$ cat src/rtl/ibert_axis_feeder.sv
// Purpose : cuts an unframed 32-bit source stream into the accelerator's segment order, with TLAST on segment ends.
// Latency : 1 cycle from source accept to x_* valid; a 1-cycle bubble follows every segment end.
// Backpr. : src_TREADY follows a free/draining output register; capture pauses until the segment-end word is taken.
//
// Ports:
//   clk, rst_n (synchronous, active-low)        start/busy/done    : run control
//   src_TDATA/TVALID/TLAST/TREADY               : raw source stream
//   x_TDATA/TVALID/TLAST/TREADY                 : segmented accelerator input stream
//   phase (0 idle, 1 input, 2 head, 3 self, 4 inter, 5 layer), layer, err
// Optional: define IBERT_FEED_CHK_EN to compare src_TLAST against the computed
//   segment end and raise a sticky err; otherwise src_TLAST is ignored and err is 0.
// LAYERS must be at least 2 so that the layer port has a non-zero width.

module ibert_axis_feeder #(
    parameter int LAYERS    = 12,
    parameter int HEADS     = 12,
    parameter int SLICES    = 8,
    parameter int CNT_W     = 24,
    parameter int SEG_I     = 24576,
    parameter int SEG_HEAD  = 1,
    parameter int SEG_SELF  = 1,
    parameter int SEG_INTER = 1,
    parameter int SEG_LAYER = 1
) (
    input  logic                      clk,
    input  logic                      rst_n,
    input  logic                      start,
    output logic                      busy,
    output logic                      done,
    input  logic [31:0]               src_TDATA,
    input  logic                      src_TVALID,
    input  logic                      src_TLAST,
    output logic                      src_TREADY,
    output logic [31:0]               x_TDATA,
    output logic                      x_TVALID,
    output logic                      x_TLAST,
    input  logic                      x_TREADY,
    output logic [2:0]                phase,
    output logic [$clog2(LAYERS)-1:0] layer,
    output logic                      err
);

    localparam int LW = $clog2(LAYERS);
    localparam int HW = (HEADS  > 1) ? $clog2(HEADS)  : 1;
    localparam int SW = (SLICES > 1) ? $clog2(SLICES) : 1;

    localparam logic [CNT_W-1:0] LAST_I     = CNT_W'(SEG_I - 1);
    localparam logic [CNT_W-1:0] LAST_HEAD  = CNT_W'(SEG_HEAD - 1);
    localparam logic [CNT_W-1:0] LAST_SELF  = CNT_W'(SEG_SELF - 1);
    localparam logic [CNT_W-1:0] LAST_INTER = CNT_W'(SEG_INTER - 1);
    localparam logic [CNT_W-1:0] LAST_LAYER = CNT_W'(SEG_LAYER - 1);

    // Encodings 1..5 double as the phase output value.
    typedef enum logic [2:0] {
        S_IDLE  = 3'd0,
        S_INPUT = 3'd1,
        S_HEAD  = 3'd2,
        S_SELF  = 3'd3,
        S_INTER = 3'd4,
        S_LAYER = 3'd5,
        S_DONE  = 3'd6
    } state_t;

    state_t            state_q, state_d;
    logic [HW-1:0]     head_q, head_d;
    logic [SW-1:0]     slice_q, slice_d;
    logic [LW-1:0]     layer_q, layer_d;
    logic [CNT_W-1:0]  word_q;
    logic [CNT_W-1:0]  seg_last;
    logic              seg_pend_q;
    logic              xv_q, xl_q;
    logic [31:0]       xd_q;
    logic              err_q;

    logic active, src_rdy, src_acc, word_last, x_acc_last;

    assign active     = (state_q inside {S_INPUT, S_HEAD, S_SELF, S_INTER, S_LAYER});
    // Capture only when the output register is free or draining this cycle, and
    // never while a segment-end word is still waiting to be taken downstream.
    assign src_rdy    = active & (~xv_q | x_TREADY) & ~seg_pend_q;
    assign src_acc    = src_TVALID & src_rdy;
    assign word_last  = (word_q == seg_last);
    assign x_acc_last = xv_q & x_TREADY & xl_q;

    always_comb begin
        seg_last = '0;
        case (state_q)
            S_INPUT: seg_last = LAST_I;
            S_HEAD:  seg_last = LAST_HEAD;
            S_SELF:  seg_last = LAST_SELF;
            S_INTER: seg_last = LAST_INTER;
            S_LAYER: seg_last = LAST_LAYER;
            default: seg_last = '0;
        endcase
    end

    always_ff @(posedge clk) begin
        if (!rst_n) begin
            state_q <= S_IDLE;
            head_q  <= '0;
            slice_q <= '0;
            layer_q <= '0;
        end else begin
            state_q <= state_d;
            head_q  <= head_d;
            slice_q <= slice_d;
            layer_q <= layer_d;
        end
    end

    // Sequencing advances only when a segment-end word leaves the output register.
    always_comb begin
        state_d = state_q;
        head_d  = head_q;
        slice_d = slice_q;
        layer_d = layer_q;
        case (state_q)
            S_IDLE: begin
                if (start) begin
                    state_d = S_INPUT;
                    head_d  = '0;
                    slice_d = '0;
                    layer_d = '0;
                end
            end
            S_INPUT: begin
                if (x_acc_last) begin
                    state_d = S_HEAD;
                    head_d  = '0;
                end
            end
            S_HEAD: begin
                if (x_acc_last) begin
                    if (head_q == HW'(HEADS - 1)) begin
                        state_d = S_SELF;
                        head_d  = '0;
                    end else begin
                        head_d  = head_q + HW'(1);
                    end
                end
            end
            S_SELF:  if (x_acc_last) state_d = S_INTER;
            S_INTER: if (x_acc_last) state_d = S_LAYER;
            S_LAYER: begin
                if (x_acc_last) begin
                    if (slice_q < SW'(SLICES - 1)) begin
                        slice_d = slice_q + SW'(1);
                        state_d = S_SELF;
                    end else begin
                        slice_d = '0;
                        if (layer_q == LW'(LAYERS - 1)) begin
                            layer_d = '0;
                            state_d = S_DONE;
                        end else begin
                            layer_d = layer_q + LW'(1);
                            state_d = S_HEAD;
                        end
                    end
                end
            end
            S_DONE:  state_d = S_IDLE;
            default: state_d = S_IDLE;
        endcase
    end

    always_ff @(posedge clk) begin
        if (!rst_n) begin
            word_q     <= '0;
            seg_pend_q <= 1'b0;
            xv_q       <= 1'b0;
            xl_q       <= 1'b0;
            xd_q       <= '0;
        end else begin
            if (state_q == S_IDLE && start) begin
                word_q <= '0;
            end
            if (src_acc) begin
                xd_q   <= src_TDATA;
                xv_q   <= 1'b1;
                xl_q   <= word_last;
                word_q <= word_last ? '0 : word_q + CNT_W'(1);
            end else if (xv_q && x_TREADY) begin
                xv_q <= 1'b0;
                xl_q <= 1'b0;
            end
            // Set and clear are mutually exclusive: capture is blocked while pending.
            if (x_acc_last) begin
                seg_pend_q <= 1'b0;
            end
            if (src_acc && word_last) begin
                seg_pend_q <= 1'b1;
            end
        end
    end

`ifdef IBERT_FEED_CHK_EN
    always_ff @(posedge clk) begin
        if (!rst_n) begin
            err_q <= 1'b0;
        end else if (src_acc && (src_TLAST != word_last)) begin
            err_q <= 1'b1;
        end
    end
`else
    logic unused_src_tlast;
    assign unused_src_tlast = src_TLAST;
    assign err_q            = 1'b0;
`endif

    // Outputs are forced quiet during any reset cycle, not just after the reset edge.
    assign busy       = rst_n & active;
    assign done       = rst_n & (state_q == S_DONE);
    assign src_TREADY = rst_n & src_rdy;
    assign x_TVALID   = rst_n & xv_q;
    assign x_TLAST    = rst_n & xl_q;
    assign x_TDATA    = rst_n ? xd_q : 32'd0;
    assign phase      = (rst_n && active) ? 3'(state_q) : 3'd0;
    assign layer      = rst_n ? layer_q : '0;
    assign err        = rst_n & err_q;

endmodule
$ cat config.mk
export PLATFORM = sky130hd
export DESIGN_NAME = ibert_axis_feeder
export DESIGN_NICKNAME = d
export VERILOG_FILES = /design/src/rtl/ibert_axis_feeder.sv
export SDC_FILE = /design/constraint.sdc
export NUM_CORES = 1
export LEC_CHECK = 0
export CAP_MARGIN = 10
export CORE_UTILIZATION = 30
export CTS_CLUSTER_SIZE = 20
export DETAILED_ROUTE_END_ITERATION = 12
export PLACE_DENSITY = 0.49
export SKIP_CTS_REPAIR_TIMING = 1
export SLEW_MARGIN = 20
export SYNTH_ARGS = -nofsm -noshare
export SYNTH_HDL_FRONTEND = slang
export SYNTH_SLANG_ARGS = --single-unit
export TNS_END_PERCENT = 10
$ cat constraint.sdc
create_clock -name clk -period 5.2 [get_ports clk]
set_clock_uncertainty 0.05 [all_clocks]
set_input_delay 0.52 -clock clk [delete_from_list [all_inputs] [get_ports clk]]
set_output_delay 0.52 -clock clk [all_outputs]
set_load 0.005 [all_outputs]
==> run notes <==
yosys + openroad results -> run status=finished clean, top cells by area=dfxtp_1 (39%), nand2_1 (9.9%), and2_1 (7.3%), number of warnings issued by yosys=0, hold path startpoint=xd_q[15], post-route cell area=0.00501 mm², number of antenna violations at the first check in global routing=0, Hold/Removal Path Class=register to register, fill cell count=1,281, max FFs per register=32, register bit count reported by yosys=73, post-synthesis average cell area=7.76 µm², multi-input gate share of total cell area=0.426, launching instance or port of the critical path=rst_n, mux contribution to synthesized area=0.00267, number of flops mapped to enable cells by yosys=0, number of warnings in the stage logs=27, Hold Vio Cnt, Final=0, final critical-path required period=3330 ps, crit-path leading delay family=buffers and inverters, average vias per placed instance=5.02, routed length per instance=14.4 µm, floorplan core area=0.0121 mm²
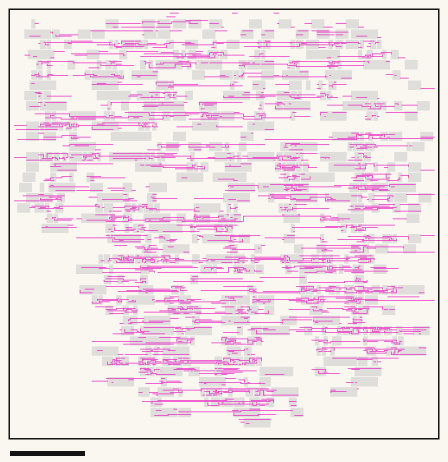
*Metal 1*
The bar under the picture is 20 µm long. Cells faint in the background.
main direction: horizontal
share of all routed wire: 47%
nets with wire on the layer: 551
longest straight run: 38.6 µm
global-route met1 utilization: 0.215
routed wire length: 10,500 µm
via count: 3,641

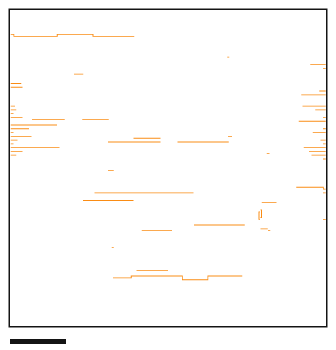
*M3 wires*
The bar under the picture is 20 µm long.
share of all routed wire: 4.1%
nets with wire on the layer: 47
wire length on this layer: 424 µm
met3 capacity usage during global routing: 0.0393

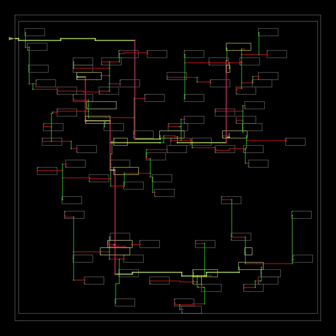
*Clock nets*
Num CTS Buffers: 9
Clk power: 670 µW
TritonCTS sink count: 73
clock network latency to the later pin of the worst-skew pair: 340 ps

Power and IR drop assume default switching activity.
